## config.mk

```make
export PLATFORM = sky130hd
export DESIGN_NAME = seg_scan_ctrl
export DESIGN_NICKNAME = d
export VERILOG_FILES = /design/src/rtl/seg_scan_pkg.sv /design/src/rtl/seg_hex_decode.sv /design/src/rtl/seg_scan_ctrl.sv
export SDC_FILE = /design/constraint.sdc
export NUM_CORES = 1
export LEC_CHECK = 0
export CAP_MARGIN = 20
export CORE_ASPECT_RATIO = 1.4
export CORE_MARGIN = 4
export CORE_UTILIZATION = 50
export DETAILED_ROUTE_END_ITERATION = 7
export PLACE_DENSITY = 0.72
export SYNTH_ARGS = -nofsm -noshare
export SYNTH_HDL_FRONTEND = slang
export SYNTH_SLANG_ARGS = --single-unit
```

## constraint.sdc

```tcl
create_clock -name clk -period 3.4 [get_ports clk]
set_input_delay 0.34 -clock clk [delete_from_list [all_inputs] [get_ports clk]]
set_output_delay 0.34 -clock clk [all_outputs]
set_load 0.02 [all_outputs]
```

## src/rtl/seg_scan_pkg.sv

```systemverilog
// Shared constants for the multiplexed seven-segment scanner: default parameters
// and the 0-F segment table (bits [6:0] = g..a, active-high).
package seg_scan_pkg;

  localparam int DEF_NUM_DIGITS = 10;
  localparam int DEF_SEG_W      = 8;
  localparam int DEF_PRESCALE   = 1024;
  localparam int DEF_BRIGHT_W   = 4;

  // Element 0 is the rightmost entry.
  localparam logic [15:0][6:0] HEX_TABLE = {
    7'h71, 7'h79, 7'h5E, 7'h39, 7'h7C, 7'h77, 7'h6F, 7'h7F,
    7'h07, 7'h7D, 7'h6D, 7'h66, 7'h4F, 7'h5B, 7'h06, 7'h3F
  };

endpackage

```

## src/rtl/seg_hex_decode.sv

```systemverilog
// Combinational hex nibble to seven-segment decoder for the digit buffer write path.
// Used by seg_scan_ctrl only when SEG_SCAN_HEX_DECODE_EN is defined.
module seg_hex_decode
  import seg_scan_pkg::*;
#(
  parameter int SEG_W = DEF_SEG_W
) (
  input  logic [3:0]       nibble,
  input  logic             dp,
  output logic [SEG_W-1:0] pattern
);

  always_comb begin
    // NOTE: every output gets a default first so no path can infer a latch.
    pattern      = '0;
    pattern[6:0] = HEX_TABLE[nibble];
    if (SEG_W == 8) pattern[SEG_W-1] = dp;
  end

endmodule

```

## src/rtl/seg_scan_ctrl.sv

```systemverilog
// Multiplexed seven-segment scan controller with PWM brightness and digit buffer.
// Optional write-path hex decode is compiled in with SEG_SCAN_HEX_DECODE_EN.
module seg_scan_ctrl
  import seg_scan_pkg::*;
#(
  parameter int NUM_DIGITS  = DEF_NUM_DIGITS,
  parameter int SEG_W       = DEF_SEG_W,
  parameter int PRESCALE    = DEF_PRESCALE,
  parameter int BRIGHT_W    = DEF_BRIGHT_W,
  parameter bit SEG_ACT_LOW = 1'b0,
  parameter bit SEL_ACT_LOW = 1'b0
) (
  input  logic                          clk,
  input  logic                          rst,
  input  logic                          enable,
  input  logic                          wr_en,
  input  logic [$clog2(NUM_DIGITS)-1:0] wr_addr,
  input  logic [SEG_W-1:0]              wr_data,
  input  logic [BRIGHT_W-1:0]           brightness,
  output logic [SEG_W-1:0]              segm,
  output logic [NUM_DIGITS-1:0]         sel,
  output logic                          frame_tick
);

  localparam int IDX_W = $clog2(NUM_DIGITS);
  localparam int PRE_W = $clog2(PRESCALE);
  localparam int STEP  = PRESCALE >> BRIGHT_W;

  localparam logic [SEG_W-1:0]      SEG_OFF = {SEG_W{SEG_ACT_LOW}};
  localparam logic [NUM_DIGITS-1:0] SEL_OFF = {NUM_DIGITS{SEL_ACT_LOW}};

  logic [SEG_W-1:0]    digit_buf [NUM_DIGITS];
  logic [SEG_W-1:0]    wr_pattern;
  logic [PRE_W-1:0]    pre_cnt;
  logic [IDX_W-1:0]    idx;
  logic [BRIGHT_W-1:0] bright_q;
  logic [BRIGHT_W-1:0] bright_eff;
  logic                last_pre;
  logic                last_idx;
  logic                lit;
  logic                wr_hit;

`ifdef SEG_SCAN_HEX_DECODE_EN
  seg_hex_decode #(.SEG_W(SEG_W)) u_decode (
    .nibble  (wr_data[3:0]),
    .dp      (wr_data[SEG_W-1]),
    .pattern (wr_pattern)
  );
`else
  assign wr_pattern = wr_data;
`endif

  assign wr_hit   = wr_en && (32'(wr_addr) < 32'(NUM_DIGITS));
  assign last_pre = (pre_cnt == PRE_W'(PRESCALE - 1));
  assign last_idx = (idx == IDX_W'(NUM_DIGITS - 1));

  // Brightness is taken live on the first cycle of a slot, then held.
  assign bright_eff = (pre_cnt == '0) ? brightness : bright_q;
  assign lit        = enable && (32'(pre_cnt) < 32'(STEP) * (32'(bright_eff) + 32'd1));

  always_ff @(posedge clk or posedge rst) begin
    if (rst) begin
      // NOTE: the buffer is small register storage, so it is reset to the blank
      // pattern; a RAM-inferred buffer would not be reset this way.
      for (int i = 0; i < NUM_DIGITS; i++) digit_buf[i] <= '0;
    end else if (wr_hit) begin
      digit_buf[wr_addr] <= wr_pattern;
    end
  end

  always_ff @(posedge clk or posedge rst) begin
    if (rst) begin
      // NOTE: sequential state uses non-blocking assignments so every register
      // samples pre-edge values regardless of statement order.
      pre_cnt    <= '0;
      idx        <= '0;
      bright_q   <= '0;
      frame_tick <= 1'b0;
      segm       <= SEG_OFF;
      sel        <= SEL_OFF;
    end else begin
      frame_tick <= enable && last_pre && last_idx;
      if (!enable) begin
        pre_cnt <= '0;
        idx     <= '0;
      end else begin
        pre_cnt <= last_pre ? '0 : pre_cnt + 1'b1;
        if (last_pre) idx <= last_idx ? '0 : idx + 1'b1;
      end
      if (pre_cnt == '0) bright_q <= brightness;
      // Outputs switch in a single edge, so one digit is never overlapped by the next.
      segm <= lit ? (digit_buf[idx] ^ SEG_OFF) : SEG_OFF;
      sel  <= lit ? ((NUM_DIGITS'(1) << idx) ^ SEL_OFF) : SEL_OFF;
    end
  end

endmodule

```

==> out/qor.yml <==
outcome: "completed"
end_kind: "flip-flop"
globalRouteMet3Util: 0.0486
finClkSkew_ns: 0.00605
clock_power_uw: 1780
area_share_nonclk_buffers: 0.0721
period_needed_ns: 3.13
cts_made_buffers: 17
avgSynthCellArea_um2: 13.5
logic_area_mm2: 0.00238
ctsResizeCount: 0
seqPwrFrac: 0.424
inv_count: 10
yosys.area.top_type_share: 0.537
cts_tree: "yes"
endpoint: "sel[7]$_DFF_PP0_"
maxSlewViolCount: 0
netlist_top_cells_count: "117 x dfrtp_1, 91 x mux2_2, 26 x nor2_1"
warnings: 28
routed_via_density: 5.73
placed_area_mm2: 0.00599
grt_use_met1: 0.241
rr_startpoint: "pre_cnt[4]$_DFF_PP0_"
clock_buffers: 19
drive_above_1_share: 0.348
p_sw_uw: 999
antenna_found_initial: 0
drtPass1Iterations: 4
grt_usage: 0.197
ctsHoldBuffers: 0
grt_max_degree: 64
regArea_mm2: 0.00293
leakage_uw: 0.00281
io_pins: 39
coreArea_mm2: 0.0105
ys_types: 46
taps: 138
port_buffers: 38
grt_overflow: 0
crit_top_cell: "ha_1"
syn-cell-area_mm2: 0.00545
final_cells: 600
max-vdd-ir-drop_mv: 0.406
simple_gate_share: 0.102
dieWidth_um: 96.2
finalPower_uw: 4180
die_y_um: 132
signal_buffers: 49
holdCritPathClass: "primary input to asynchronous set/reset pin"
antenna_left: 0
top_register: "digit_buf"
setup_viol: 0
ff_count: 117
top_layer: "met4"
ff2ff_path_depth: 11
ys_warn_count: 0
top_power_group: "the clock network"
placed_cells: 568
nets: 477
fin_ws_ns: 0.273
cts_setup_buffers: 0
ys.flops: 117
yosysTopAreaCell: "dfrtp_1"
drtIter0Drc: 187
dpl_worst_slack_ns: 0.239
wirelength_um: 11200
p_per_area_mw_per_mm2: 633
cp.buffers_inverters: 1
synthTopLogicFamily: "multiplexers"
grt_pass1_vias: 3723
dpl.hpwl_um: 7560
cts.sinks: 117
powerComb_uw: 626
initCoreUtil: 0.518
largest_reg_flops: 80
ys_sh_aoi: 0.0365
p_int_uw: 3180
dr_wl_met3_um: 319
syn-num-nets: 433
wl_per_cell_um: 18.7
cp.arrival_ns: 3.42
clk_pin_slew_ns: 0.05
xor_share: 0.0177
wl_met1_um: 4500
area_growth_syn_to_layout_pct: 21.1
synth-edff-count: 0
maxSlewHeadroom: 0.402
cpMaxStageDelayCell: "dfrtp_1"
pwr-share-clk: 0.426
max_stage_delay_ns: 0.44
vias: 3438
syn_inst: 405
ys_sh_mux: 0.260
critical_path_class: "flip-flop to flip-flop"
critPathRequiredTime_ns: 3.70
die_area_mm2: 0.0127
grt_pass1_wl_um: 19000
rsz0062_at_grt: "false"
fin_tns_setup_ns: 0
async_flop_share: 1.00
final_cell_mix: "117 x dfrtp_1, 91 x mux2_2, 38 x clkdlybuf4s50_1, 26 x nor2_1, 17 x clkbuf_16"
fmax_mhz: 320
clk_share: 0.0910
gp_congestion: 0.792
synthMostInstantiatedCell: "dfrtp_1"
nMultiInputCombCells: 254
crit_path_max_fanout: 18
clk_latency_ns: 0.40
hold_viol: 0
antenna_cells: 0
reg_top3: "digit_buf (80), pre_cnt (10), sel (10)"
final_area_mm2: 0.00660
cts.path.max_buffers: 2
worst-path-stages: 11
wl_met2_um: 6140
worstSetupStartpoint: "pre_cnt[4]$_DFF_PP0_"
p_seq_uw: 1770
crit_family: "simple AND/OR/NAND/NOR gates"
ys.flop_type: "dfrtp_1"
seq-cell-share: 0.444
reg2reg_slack_ns: 0.27
drv_cap: 0
topCellsByArea: "dfrtp_1 54%, mux2_2 19%, mux4_2 6.6%"
sh_comb_area: 0.361
crit_chain: "nor4_4, nand4_4, mux2_2, ha_1, xnor2_1, ha_1, o21a_1, o221ai_1, a211oi_4, buf_4, nor4b_1"
comb_power_share: 0.150
placement_rows: 44
drcViolationCount: 0
ys_chip_area_mm2: 0.00545
worst_pin_slew_ns: 0.892
grtUsageMet2: 0.328
cts-root-buf: "clkbuf_16"
postSynthSeqShare: 0.537
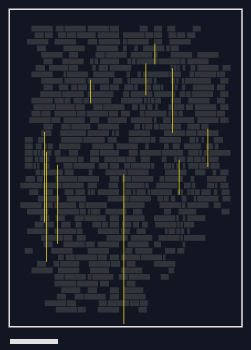
*Met4 routing*
Bar = 20 um. Cells faint in the background.
- share of all routed wire: 2.4%
- nets with wire on the layer: 8
- main direction: vertical

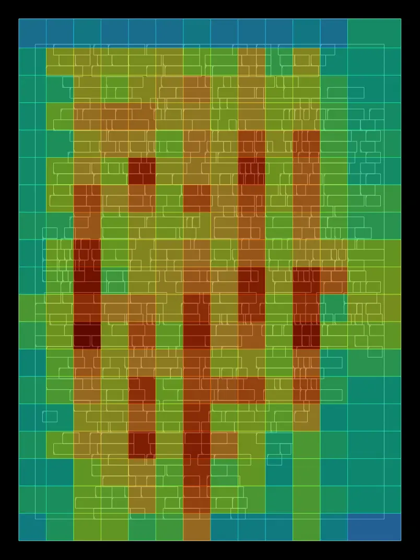
*Congestion heat map*
Layout Utilization: 0.627
gr busiest metal: met2

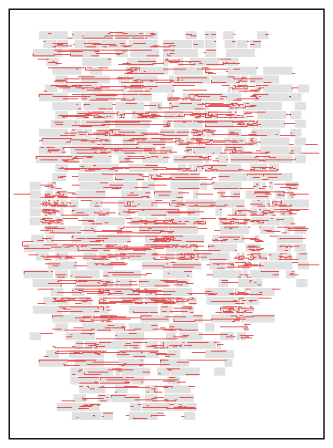
*Metal 1*
Cells faint in the background.
- nets with wire on the layer: 427
- share of all routed wire: 40%
- longest straight run: 29.9 um
- main direction: horizontal
- wire length on this layer: 4,500 um

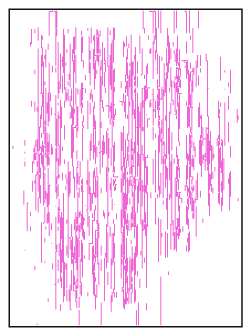
*M2 wires*
- share of all routed wire: 55%
- longest straight run: 59.5 um
- nets with wire on the layer: 437

Power figures rest on the tool's default switching activity, not on a simulated workload.
